### M1 wires, run 1

Supply wires on this layer in gray.
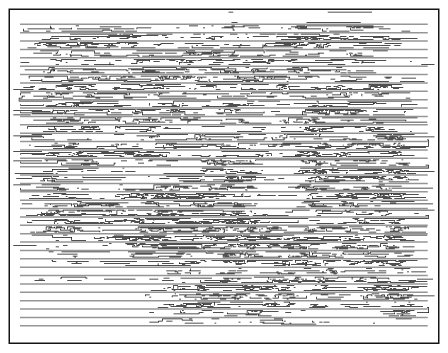
### Met2 routing, run 1

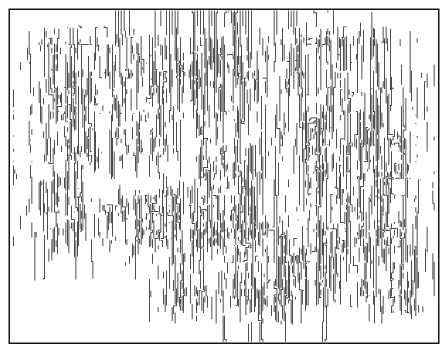
### Signal wires on met3, run 1

The bar under the picture is 50 um long. Cells faint in the background.
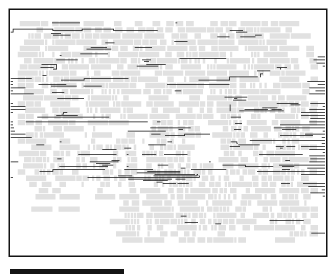
### Signal wires on met4, run 1

Supply wires on this layer in gray. Cells faint in the background.
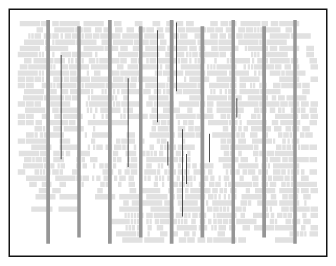
<file path="src/rtl/spi_reg_bridge.sv">
// SPI mode-0 slave that turns host frames into single 32-bit register-bus accesses.
// SCK, SS_N and MOSI are oversampled on clk; SCK is never used as a clock.
module spi_reg_bridge #(
  parameter int SYNC_STAGES = 2,
  parameter int TIMEOUT_CYC = 64
) (
  input  logic        clk,
  input  logic        rst_n,
  input  logic        spi_sck,
  input  logic        spi_ss_n,
  input  logic        spi_mosi,
  output logic        spi_miso,
  output logic        bus_req,
  output logic        bus_we,
  output logic [31:0] bus_addr,
  output logic [31:0] bus_wdata,
  input  logic [31:0] bus_rdata,
  input  logic        bus_ack,
  input  logic        bus_err,
  output logic        frame_done
);

  localparam int TW = $clog2(TIMEOUT_CYC + 1);

  typedef enum logic [2:0] {IDLE, INSTR, ADDR, WDATA, DUMMY, RDATA, STATUS, DONE} state_t;

  state_t                 state_q, state_d;
  logic [SYNC_STAGES-1:0] sckSync_q, ssSync_q, mosiSync_q;
  logic                   sckPrev_q, ssPrev_q;
  logic                   sckRise, sckFall, ssFall, ssHigh, mosiBit;
  logic [5:0]             bitCnt_q, bitCnt_d;
  logic [31:0]            shiftIn_q, shiftIn_d, shiftOut_q, shiftOut_d;
  logic                   instrRead_q, instrRead_d, instrBad_q, instrBad_d;
  logic [3:0]             status_q, status_d;
  logic                   discard_q, discard_d;
  logic                   busReq_q, busReq_d, busWe_q, busWe_d;
  logic [31:0]            busAddr_q, busAddr_d, busWdata_q, busWdata_d;
  logic [TW-1:0]          timer_q, timer_d;
  logic                   miso_q, miso_d, frameDone_q, frameDone_d;

  always_ff @(posedge clk or negedge rst_n) begin
    if (!rst_n) begin
      sckSync_q  <= '0;
      ssSync_q   <= '1;
      mosiSync_q <= '0;
      sckPrev_q  <= 1'b0;
      ssPrev_q   <= 1'b1;
    end else begin
      sckSync_q  <= {sckSync_q[SYNC_STAGES-2:0], spi_sck};
      ssSync_q   <= {ssSync_q[SYNC_STAGES-2:0], spi_ss_n};
      mosiSync_q <= {mosiSync_q[SYNC_STAGES-2:0], spi_mosi};
      sckPrev_q  <= sckSync_q[SYNC_STAGES-1];
      ssPrev_q   <= ssSync_q[SYNC_STAGES-1];
    end
  end

  assign sckRise = sckSync_q[SYNC_STAGES-1] & ~sckPrev_q;
  assign sckFall = ~sckSync_q[SYNC_STAGES-1] & sckPrev_q;
  assign ssHigh  = ssSync_q[SYNC_STAGES-1];
  assign ssFall  = ~ssSync_q[SYNC_STAGES-1] & ssPrev_q;
  assign mosiBit = mosiSync_q[SYNC_STAGES-1];

  always_ff @(posedge clk or negedge rst_n) begin
    if (!rst_n) begin
      state_q     <= IDLE;
      bitCnt_q    <= '0;
      shiftIn_q   <= '0;
      shiftOut_q  <= '0;
      instrRead_q <= 1'b0;
      instrBad_q  <= 1'b0;
      status_q    <= '0;
      discard_q   <= 1'b0;
      busReq_q    <= 1'b0;
      busWe_q     <= 1'b0;
      busAddr_q   <= '0;
      busWdata_q  <= '0;
      timer_q     <= '0;
      miso_q      <= 1'b0;
      frameDone_q <= 1'b0;
    end else begin
      state_q     <= state_d;
      bitCnt_q    <= bitCnt_d;
      shiftIn_q   <= shiftIn_d;
      shiftOut_q  <= shiftOut_d;
      instrRead_q <= instrRead_d;
      instrBad_q  <= instrBad_d;
      status_q    <= status_d;
      discard_q   <= discard_d;
      busReq_q    <= busReq_d;
      busWe_q     <= busWe_d;
      busAddr_q   <= busAddr_d;
      busWdata_q  <= busWdata_d;
      timer_q     <= timer_d;
      miso_q      <= miso_d;
      frameDone_q <= frameDone_d;
    end
  end

  always_comb begin
    state_d     = state_q;
    bitCnt_d    = bitCnt_q;
    shiftIn_d   = shiftIn_q;
    shiftOut_d  = shiftOut_q;
    instrRead_d = instrRead_q;
    instrBad_d  = instrBad_q;
    status_d    = status_q;
    discard_d   = discard_q;
    busReq_d    = busReq_q;
    busWe_d     = busWe_q;
    busAddr_d   = busAddr_q;
    busWdata_d  = busWdata_q;
    timer_d     = timer_q;
    frameDone_d = 1'b0;

    // Bus side runs independently of the frame so an aborted frame still
    // sees its request through to ack or timeout; discard hides the result.
    if (busReq_q) begin
      if (bus_ack) begin
        busReq_d   = 1'b0;
        busWe_d    = 1'b0;
        busAddr_d  = '0;
        busWdata_d = '0;
        if (!discard_q) begin
          status_d[0] = 1'b1;
          status_d[1] = bus_err;
          if (!busWe_q) shiftOut_d = bus_rdata;
        end
      end else if (timer_q == TW'(TIMEOUT_CYC - 1)) begin
        busReq_d   = 1'b0;
        busWe_d    = 1'b0;
        busAddr_d  = '0;
        busWdata_d = '0;
        if (!discard_q) begin
          status_d[2] = 1'b1;
          shiftOut_d  = '0;
        end
      end else begin
        timer_d = timer_q + TW'(1);
      end
    end

    if (state_q inside {INSTR, ADDR, WDATA, DUMMY, RDATA, STATUS} && ssHigh) begin
      state_d   = IDLE;
      discard_d = 1'b1;
    end else begin
      case (state_q)
        IDLE: begin
          if (ssFall && !busReq_q) begin
            state_d     = INSTR;
            bitCnt_d    = '0;
            status_d    = '0;
            discard_d   = 1'b0;
            shiftOut_d  = '0;
            instrRead_d = 1'b0;
            instrBad_d  = 1'b0;
          end
        end
        INSTR, ADDR, WDATA, DUMMY: begin
          if (sckRise) begin
            shiftIn_d = {shiftIn_q[30:0], mosiBit};
            bitCnt_d  = bitCnt_q + 6'd1;
            if (state_q == INSTR && bitCnt_q == 6'd7) begin
              instrRead_d = (shiftIn_d[7:0] == 8'h01);
              instrBad_d  = (shiftIn_d[7:1] != 7'd0);
              status_d[3] = instrBad_d;
              state_d     = ADDR;
              bitCnt_d    = '0;
            end else if (state_q == ADDR && bitCnt_q == 6'd31) begin
              bitCnt_d = '0;
              state_d  = DUMMY;
              if (!instrBad_q) begin
                busAddr_d = shiftIn_d;
                if (instrRead_q) begin
                  busReq_d = 1'b1;
                  busWe_d  = 1'b0;
                  timer_d  = '0;
                end else begin
                  state_d = WDATA;
                end
              end
            end else if (state_q == WDATA && bitCnt_q == 6'd31) begin
              busReq_d   = 1'b1;
              busWe_d    = 1'b1;
              busWdata_d = shiftIn_d;
              timer_d    = '0;
              bitCnt_d   = '0;
              state_d    = DUMMY;
            end else if (state_q == DUMMY && bitCnt_q == 6'd7) begin
              // Status freezes here; a still-pending access counts as timed out.
              if (busReq_d) begin
                status_d[2] = 1'b1;
                discard_d   = 1'b1;
              end
              bitCnt_d = '0;
              if (instrRead_q && !instrBad_q) begin
                state_d = RDATA;
              end else begin
                state_d    = STATUS;
                shiftOut_d = {4'b0, status_d, 24'b0};
              end
            end
          end
        end
        RDATA, STATUS: begin
          if (sckRise) begin
            bitCnt_d = bitCnt_q + 6'd1;
            if (state_q == RDATA && bitCnt_q == 6'd31) begin
              state_d    = STATUS;
              bitCnt_d   = '0;
              shiftOut_d = {4'b0, status_q, 24'b0};
            end else if (state_q == STATUS && bitCnt_q == 6'd7) begin
              state_d     = DONE;
              bitCnt_d    = '0;
              frameDone_d = 1'b1;
            end
          end else if (sckFall && bitCnt_q != 6'd0) begin
            shiftOut_d = {shiftOut_q[30:0], 1'b0};
          end
        end
        DONE: begin
          if (ssHigh) state_d = IDLE;
        end
        default: state_d = IDLE;
      endcase
    end

    miso_d = (state_d == RDATA || state_d == STATUS) ? shiftOut_d[31] : 1'b0;
  end

  assign spi_miso   = miso_q;
  assign bus_req    = busReq_q;
  assign bus_we     = busWe_q;
  assign bus_addr   = busAddr_q;
  assign bus_wdata  = busWdata_q;
  assign frame_done = frameDone_q;

endmodule
</file>
<file path="config.mk">
export PLATFORM = sky130hd
export DESIGN_NAME = spi_reg_bridge
export DESIGN_NICKNAME = d
export VERILOG_FILES = /design/src/rtl/spi_reg_bridge.sv
export SDC_FILE = /design/constraint.sdc
export NUM_CORES = 1
export LEC_CHECK = 0
export CORE_AREA = 3 3 136 105
export CTS_BUF_LIST = sky130_fd_sc_hd__clkbuf_8
export DETAILED_ROUTE_END_ITERATION = 10
export DIE_AREA = 0 0 139 108
export HOLD_SLACK_MARGIN = 0.05
export PLACE_DENSITY = 0.81
export SLEW_MARGIN = 10
export SYNTH_ARGS = -nofsm -noshare
export SYNTH_HDL_FRONTEND = slang
export SYNTH_SLANG_ARGS = --single-unit
</file>
<file path="constraint.sdc">
create_clock -name clk -period 3.2 [get_ports clk]
set_clock_uncertainty 0.15 [all_clocks]
set_input_delay 0.64 -clock clk [delete_from_list [all_inputs] [get_ports clk]]
set_output_delay 0.64 -clock clk [all_outputs]
set_load 0.005 [all_outputs]
</file>
==> Flow_metrics.wiki, run 1 <==
== Flow metrics ==
{| class="wikitable"
! Metric !! Value
|-
| Sequential group share of total power || between 50% and 60%
|-
| Proportion of power drawn by combinational gates || roughly 14%
|-
| Gr busiest metal || met1
|-
| Leftover overflow at the end of global routing || 0
|-
| Run status || completed
|-
| Number of fillers in the final layout || approximately 1,000
|-
| Number of buffers and inverters on the critical path || 2
|-
| Arrival time worst endpoint || 2880 ps
|-
| Register Area || 4058 um^2
|-
| Final Setup Violations || 0
|-
| Post-synthesis compound-gate area fraction || 22.52%
|-
| Met1 global-route usage || 40.43%
|-
| Worst R2R Start || state_q[0]$_DFF_PN0_
|-
| M2 GR Usage || 39.33%
|-
| Clock latency on the worst-skew pair || 450 ps
|-
| Number of sinks handled by clock tree synthesis || 162
|-
| Net switching power figure || ~1.3 mW
|-
| Worst slew slack as a fraction of its limit || 56.96%
|-
| Main kind of combinational logic by area || AND-OR/OR-AND gates
|-
| Max-cap violations || 0
|-
| Largest driver fanout on the critical path || 32
|-
| Internal power || 2.973 mW
|-
| Fraction of power spent switching nets || between 30% and 40%
|-
| Logic area || 2893 um^2
|-
| Final Max-Slew Violation Tally || 0
|-
| Clock buffer count from CTS || 17
|-
| Post-layout period usage of the worst path || 84.10%
|-
| ANT nets after route || 0
|-
| Number of synthesis warnings || 0
|-
| Log Warnings || 27
|-
| Sequence of cells on the critical path || o21a_1, or4_1, nor4_4, buf_4, nor2_2, buf_4, a22o_1
|-
| Count of cell types in the netlist || 58
|-
| Layout net count || 849
|-
| WHS Path Cells || 0
|-
| DIE HEIGHT || 108 um
|-
| Number of nets at floorplan || around 750
|-
| Cell Rows || 36
|-
| Global router's overall resource usage || 26.52%
|-
| Shortest clock period the worst path allows after layout || between 2000 and 3000 ps
|-
| Core region area || 12,970 um^2
|-
| Reg2Reg Setup Slack || around 510 ps
|-
| Diode insertion count for antenna repair || 0
|-
| Simple-Gate Fraction of Synth Area || 15.53%
|-
| Setup WS post-layout || between 500 and 600 ps
|-
| Top cell type by instance count after synthesis || dfrtp_1
|-
| Synth Flop Type || dfrtp_1
|-
| CTS max path bufs || 2
|-
| Mapped Area || 7172 um^2
|-
| Total cells reported by yosys after synthesis || 707
|-
| Most frequent standard cell in the layout excluding fill and tap cells || dfrtp_1
|-
| FFs w/ async S/R, synth || 100.0%
|-
| Post-CTS repair timing setup buffer count || 0
|-
| Quantity of I/O buffers inserted on ports || between 100 and 150
|-
| Average wire length per cell after detail routing || around 20 um
|-
| Least-Margin Pin Slew || 641.2 ps
|-
| FA/HA/MAJ Cells, Area Fraction || less than 1%
|-
| Cells on worst reg2reg path || 7
|-
| Reg-to-reg critical path endpoint || bus_addr[8]$_DFF_PN0_
|-
| CP peak stage delay || roughly 600 ps
|-
| Biggest area consumer among synthesized cells || dfrtp_1
|-
| Slowest stage cell, crit path || dfrtp_1
|-
| Seq pwr || about 2.2 mW
|-
| Power in the clock group || 1.45 mW
|-
| Minimum setup slack after placement || 508.5 ps
|-
| Number of global-route vias before repair || 5,882
|-
| Post-route design area || 8859 um^2
|-
| Drc violations || 0
|-
| Commonest cells in the netlist || dfrtp_1, nand2_1, a22o_1
|-
| Largest power group || sequential cells
|-
| Pwr/cell area || 483.3 nW/um^2
|-
| Setup repair after global routing missed its margin || false
|-
| Synthesized-area fraction occupied by xor and xnor cells || 0.7327%
|-
| Top area cell types || dfrtp_1, a22o_1, nand2_1
|-
| Met1 wire length || 8994 um
|-
| Cell depth of the worst setup path || 7
|-
| Placer congestion estimate || 0.9030
|-
| Synth Instances || 707
|-
| Post-layout power || 4.281 mW
|-
| Setup TNS || 0 ps
|-
| Highest routed metal layer || met4
|-
| Clock network fraction of total power || 33.9%
|-
| Met3 WL || between 1000 and 1500 um
|-
| Beginning of the worst hold path || sckSync_q[0]$_DFF_PN0_
|-
| Commonest cells after routing, fill and taps aside || dfrtp_1, nand2_1, clkdlybuf4s50_1
|-
| Logic power comb || ~0.6 mW
|-
| CP Capture Type || flop
|-
| Worst hold margin || 205.4 ps
|-
| Required time of the worst setup path || 3390 ps
|-
| TritonCTS clock tree || built
|-
| Growth of design area from synthesis to finish || 23.52%
|-
| Post-detailed-placement cell area || 8469 um^2
|-
| Mean cell area of the mapped netlist || between 10 and 15 um^2
|-
| Register bit total from synthesis || 162
|-
| Critical Path Sink || bus_addr[8]$_DFF_PN0_
|-
| Post-synthesis chip area from yosys || roughly 7000 um^2
|-
| Floorplan die area || around 15,000 um^2
|-
| Clock transition at the registers of the reported paths || 90 ps
|-
| Share of cells above drive strength 1 || under 10%
|-
| Highest clock rate || 371.6 MHz
|-
| Count of flip-flops with a built-in enable after synthesis || 0
|-
| # IOs || 107
|-
| Die X || 139 um
|}
Back to the opening pictures, 'M1 wires':
longest straight run: 37.3 um
nets with wire on the layer: 779
wire length on this layer: 8,990 um
share of all routed wire: 46%
main direction: horizontal

Back to the opening pictures, 'Met2 routing':
wire length on this layer: 8,810 um
nets with wire on the layer: 730
longest straight run: 34.8 um
main direction: vertical
share of all routed wire: 45%
total routed wirelength: 19,490 um
via count of the routed design: 6,148

Back to the opening pictures, 'Signal wires on met3':
main direction: horizontal
share of all routed wire: 7.5%
nets with wire on the layer: 135
longest straight run: 53.4 um
wire length on this layer: 1,450 um
met3 GRT Util: 5.261%

Back to the opening pictures, 'Signal wires on met4':
longest straight run: 45.6 um
wire length on this layer: 236 um
nets with wire on the layer: 7

-- run 1: timing repair --
action / CTS / global route
hold buffers: 1 / 0
resized: 0 / 0
hold endpoints to repair: 52 / 0
-- run 1: area by class of cell --
class                      instances  area share, %
clock inverter                    14          1.638
sequential                       162          45.81
tap                              171          2.415
multi-input combinational        484          32.66
timing repair buffer             130          14.34
clock buffer                      17          2.641
inverter                          12         0.5085
-- run 1: flip-flops by register name (all words and copies together), names as in the netlist --
name         count
sckPrev_q        1
bus_req          1
sckSync_q        2
shiftIn_q       31
shiftOut_q      32
discard_q        1
status_q         4
bus_addr        32
ssSync_q         2
state_q          3
spi_miso         1
mosiSync_q       2
bitCnt_q         6
bus_wdata       32
frame_done       1
bus_we           1
timer_q          7
instrBad_q       1
ssPrev_q         1
instrRead_q      1
==> run 1 -> run 2 <==
==> constraint.sdc (replaced) <==
create_clock -name clk -period 2.6 [get_ports clk]
set_clock_uncertainty 0.15 [all_clocks]
set_input_delay 0.52 -clock clk [delete_from_list [all_inputs] [get_ports clk]]
set_output_delay 0.52 -clock clk [all_outputs]
set_load 0.005 [all_outputs]
==> run 2 against run 1 <==
Synthesized cell count unchanged. Register-to-register slack got worse by 390 ps. Setup slack got worse by 390 ps. Non-clock buffer count is 11 higher. Design area up 1.9%. Cell count is 1.2% higher. Critical path depth down 1. Power up 23%. Clock power rose by about 20%. Critical path type unchanged. Sequential share of layout area decreased by 0.83 points.
==> Flow_metrics.wiki, run 2 <==
== Flow metrics ==
{| class="wikitable"
! Metric !! Value
|-
| Logic power comb || 0.797 mW (+33%)
|-
| FFs w/ async S/R, synth || 100.0% (unchanged)
|-
| Share of cells above drive strength 1 || 10.11% (+1.4 points)
|-
| Final Setup Violations || 0 (unchanged)
|-
| Commonest cells after routing, fill and taps aside || dfrtp_1, nand2_1, clkdlybuf4s50_1
|-
| Largest driver fanout on the critical path || 8 (-75%)
|-
| Final Non-Filler Cells || ~1,000
|-
| Most frequent standard cell in the layout excluding fill and tap cells || dfrtp_1
|-
| DR pass1 iterations || 5
|-
| Post-CTS repair timing setup buffer count || 0 (unchanged)
|-
| Cells on worst reg2reg path || 6 (-1)
|-
| Seq pwr || 2.72 mW (+22%)
|-
| Layout net count || 860 (+1.3%)
|-
| Post-route design area || 9022 um^2 (+1.9%)
|-
| Met1 wire length || 8912 um (-0.91%)
|-
| Number of nets at floorplan || 749 (unchanged)
|-
| Met1 global-route usage || 39.12% (-1.3 points)
|-
| CP Class || reg2reg
|-
| Fraction of power spent switching nets || 31.08% (+0.51 points)
|-
| # IOs || 107 (unchanged)
|-
| Growth of design area from synthesis to finish || 25.80%
|-
| Core region area || 12,970 um^2 (unchanged)
|-
| Diode insertion count for antenna repair || 0 (unchanged)
|-
| Hold Path End || mosiSync_q[1]$_DFF_PN0_
|-
| DIE HEIGHT || 108 um (unchanged)
|-
| Power in the clock group || 1.74 mW (+20%)
|-
| Run status || completed
|-
| Pre-placement core utilization || 55.29%
|-
| Synth Instances || 707 (unchanged)
|-
| Clock transition at the registers of the reported paths || 90 ps (about the same)
|-
| Reg2Reg Setup Slack || 120 ps (-390 ps)
|-
| Register bit total from synthesis || 162 (unchanged)
|-
| Net switching power figure || 1.632 mW (+25%)
|-
| Post-layout period usage of the worst path || 95.44% (+11 points)
|-
| Sequential group share of total power || 51.7% (-0.4 points)
|-
| Highest routed metal layer || met4
|-
| Pwr/cell area || 582.1 nW/um^2 (+20%)
|-
| Cell depth of the worst setup path || 6 (-1)
|-
| Count of flip-flops with a built-in enable after synthesis || 0 (unchanged)
|-
| Highest clock rate || 403.0 MHz (+8.4%)
|-
| Quantity of I/O buffers inserted on ports || 106 (unchanged)
|-
| CP Capture Type || flop
|-
| Setup repair after global routing missed its margin || true
|-
| Clock buffer count from CTS || 17 (unchanged)
|-
| ANT nets after route || 0 (unchanged)
|-
| Beginning of the worst hold path || mosiSync_q[0]$_DFF_PN0_
|-
| Antenna violations before repair || 0
|-
| Log Warnings || 28 (+3.7%)
|-
| Arrival time worst endpoint || 2670 ps (-210 ps)
|-
| Critical path's top delay family || simple AND/OR/NAND/NOR gates
|-
| Largest power group || sequential cells
|-
| Setup TNS || 0 ps (unchanged)
|-
| Core utilization of the finished layout || a little over two thirds
|-
| M2 GR Usage || 40.12% (+0.80 points)
|-
| Minimum setup slack after placement || 5.830 ps (-502.6 ps)
|-
| Number of hold violations in the final report || 0
|-
| Final Max-Slew Violation Tally || 0 (unchanged)
|-
| Least-Margin Pin Slew || 585.7 ps (-55.53 ps)
|-
| Clock latency on the worst-skew pair || 450 ps (about the same)
|-
| Top area cell types || dfrtp_1, a22o_1, nand2_1
|-
| Sequential-to-total area share from yosys stat || 56.58%
|-
| Count of instances resized after the clock tree is built || 0 (unchanged)
|-
| Hold-fix buffer count after cts || 1 (unchanged)
|-
| Clock network fraction of total power || 33.1% (-0.8 points)
|-
| Global router's overall resource usage || 26.27% (-0.25 points)
|-
| CTS max path bufs || 2 (unchanged)
|-
| Top cell type by instance count after synthesis || dfrtp_1
|-
| Total met2 wirelength after detailed routing || 8828 um
|-
| Average wire length per cell after detail routing || 19.40 um (-1.5%)
|-
| Proportion of power drawn by combinational gates || 15.2% (+1.2 points)
|-
| Count of cell types in the netlist || 58 (unchanged)
|-
| Number of global-route vias before repair || 6,122 (+4.1%)
|-
| WHS Path Cells || 0 (unchanged)
|-
| Commonest cells in the netlist || dfrtp_1, nand2_1, a22o_1
|-
| Required time of the worst setup path || 2790 ps (-600 ps)
|-
| Worst setup SP type || flop
|-
| Max-cap violations || 0 (unchanged)
|-
| Biggest area consumer among synthesized cells || dfrtp_1
|-
| Mean cell area of the mapped netlist || 10.14 um^2 (unchanged)
|-
| Placer congestion estimate || 0.8767 (-2.9%)
|-
| Gr busiest metal || met2
|-
| Number of buffers and inverters on the critical path || 0 (-2)
|-
| Critical Path Sink || instrRead_q$_DFFE_PN0P_
|-
| Worst hold margin || 203.5 ps (-1.944 ps)
|-
| Cell Rows || 36 (unchanged)
|-
| Drc violations || 0 (unchanged)
|-
| Setup WS post-layout || 118.4 ps (-390.4 ps)
|-
| Worst R2R Start || bitCnt_q[1]$_DFFE_PN0P_
|-
| Synth Flop Type || dfrtp_1
|-
| Shortest clock period the worst path allows after layout || 2482 ps (-209.6 ps)
|-
| Floorplan die area || 15,010 um^2 (unchanged)
|-
| Number of synthesis warnings || 0 (unchanged)
|-
| CP peak stage delay || 540 ps (-60 ps)
|-
| Mapped Area || 7172 um^2 (unchanged)
|-
| Leftover overflow at the end of global routing || 0 (unchanged)
|-
| Number of sinks handled by clock tree synthesis || 162 (unchanged)
|-
| Post-detailed-placement cell area || 8627 um^2 (+1.9%)
|-
| Slowest stage cell, crit path || or4_1
|-
| Total cells reported by yosys after synthesis || 707 (unchanged)
|-
| Sequence of cells on the critical path || ha_1, nand3b_1, nor2_1, a21oi_1, or4_1, a32o_1
|-
| Post-synthesis chip area from yosys || 7172 um^2 (unchanged)
|-
| Met3 WL || 1466 um (+0.89%)
|-
| TritonCTS clock tree || built
|-
| Reg-to-reg critical path endpoint || instrRead_q$_DFFE_PN0P_
|-
| Internal power || 3.620 mW (+22%)
|-
| Post-layout power || 5.252 mW (+23%)
|-
| Worst slew slack as a fraction of its limit || 60.59% (+3.6 points)
|-
| Die X || 139 um (unchanged)
|}
run 2: netlist changes by cell type in the layout (fill, tap and decap cells not counted), sizes merged:
cell      previous run  this run
clkinv               1         4
buf                 24        35
inv                 19        18
clkinvlp             5         4
clkbuf              17        18
bufinv               1         0
run 2: logic make-up after synthesis:
kind of cell             synth area share [%]
multiplexers                           0.5757
AND/OR/NAND/NOR                         15.53
flip-flops                              56.58
XOR/XNOR                               0.7329
AND-OR/OR-AND                           22.52
buffers and inverters                   3.541
adder cells (fa/ha/maj)                0.5234
run 2: area by class of cell:
class | count | area (um^2)
Clock buffer | 18 | 247.7
Timing Repair Buffer | 141 | 1428
Inverter | 12 | 45.04
Sequential cell | 162 | 4058
Fill cell | 945 | 3950
Clock inverter | 14 | 125.1
Multi-Input combinational cell | 484 | 2905
Tap cell | 171 | 214.0
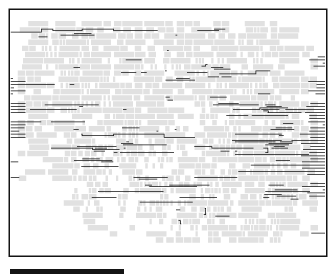
*Signal wires on met3, run 2*
The bar under the picture is 50 um long. Cells faint in the background.
wire length on this layer: 1,470 um
main direction: horizontal
met3 GRT Util: 5.084%
total routed wirelength: 19,440 um
via count of the routed design: 6,178

Power figures rest on the tool's default switching activity, not on a simulated workload.
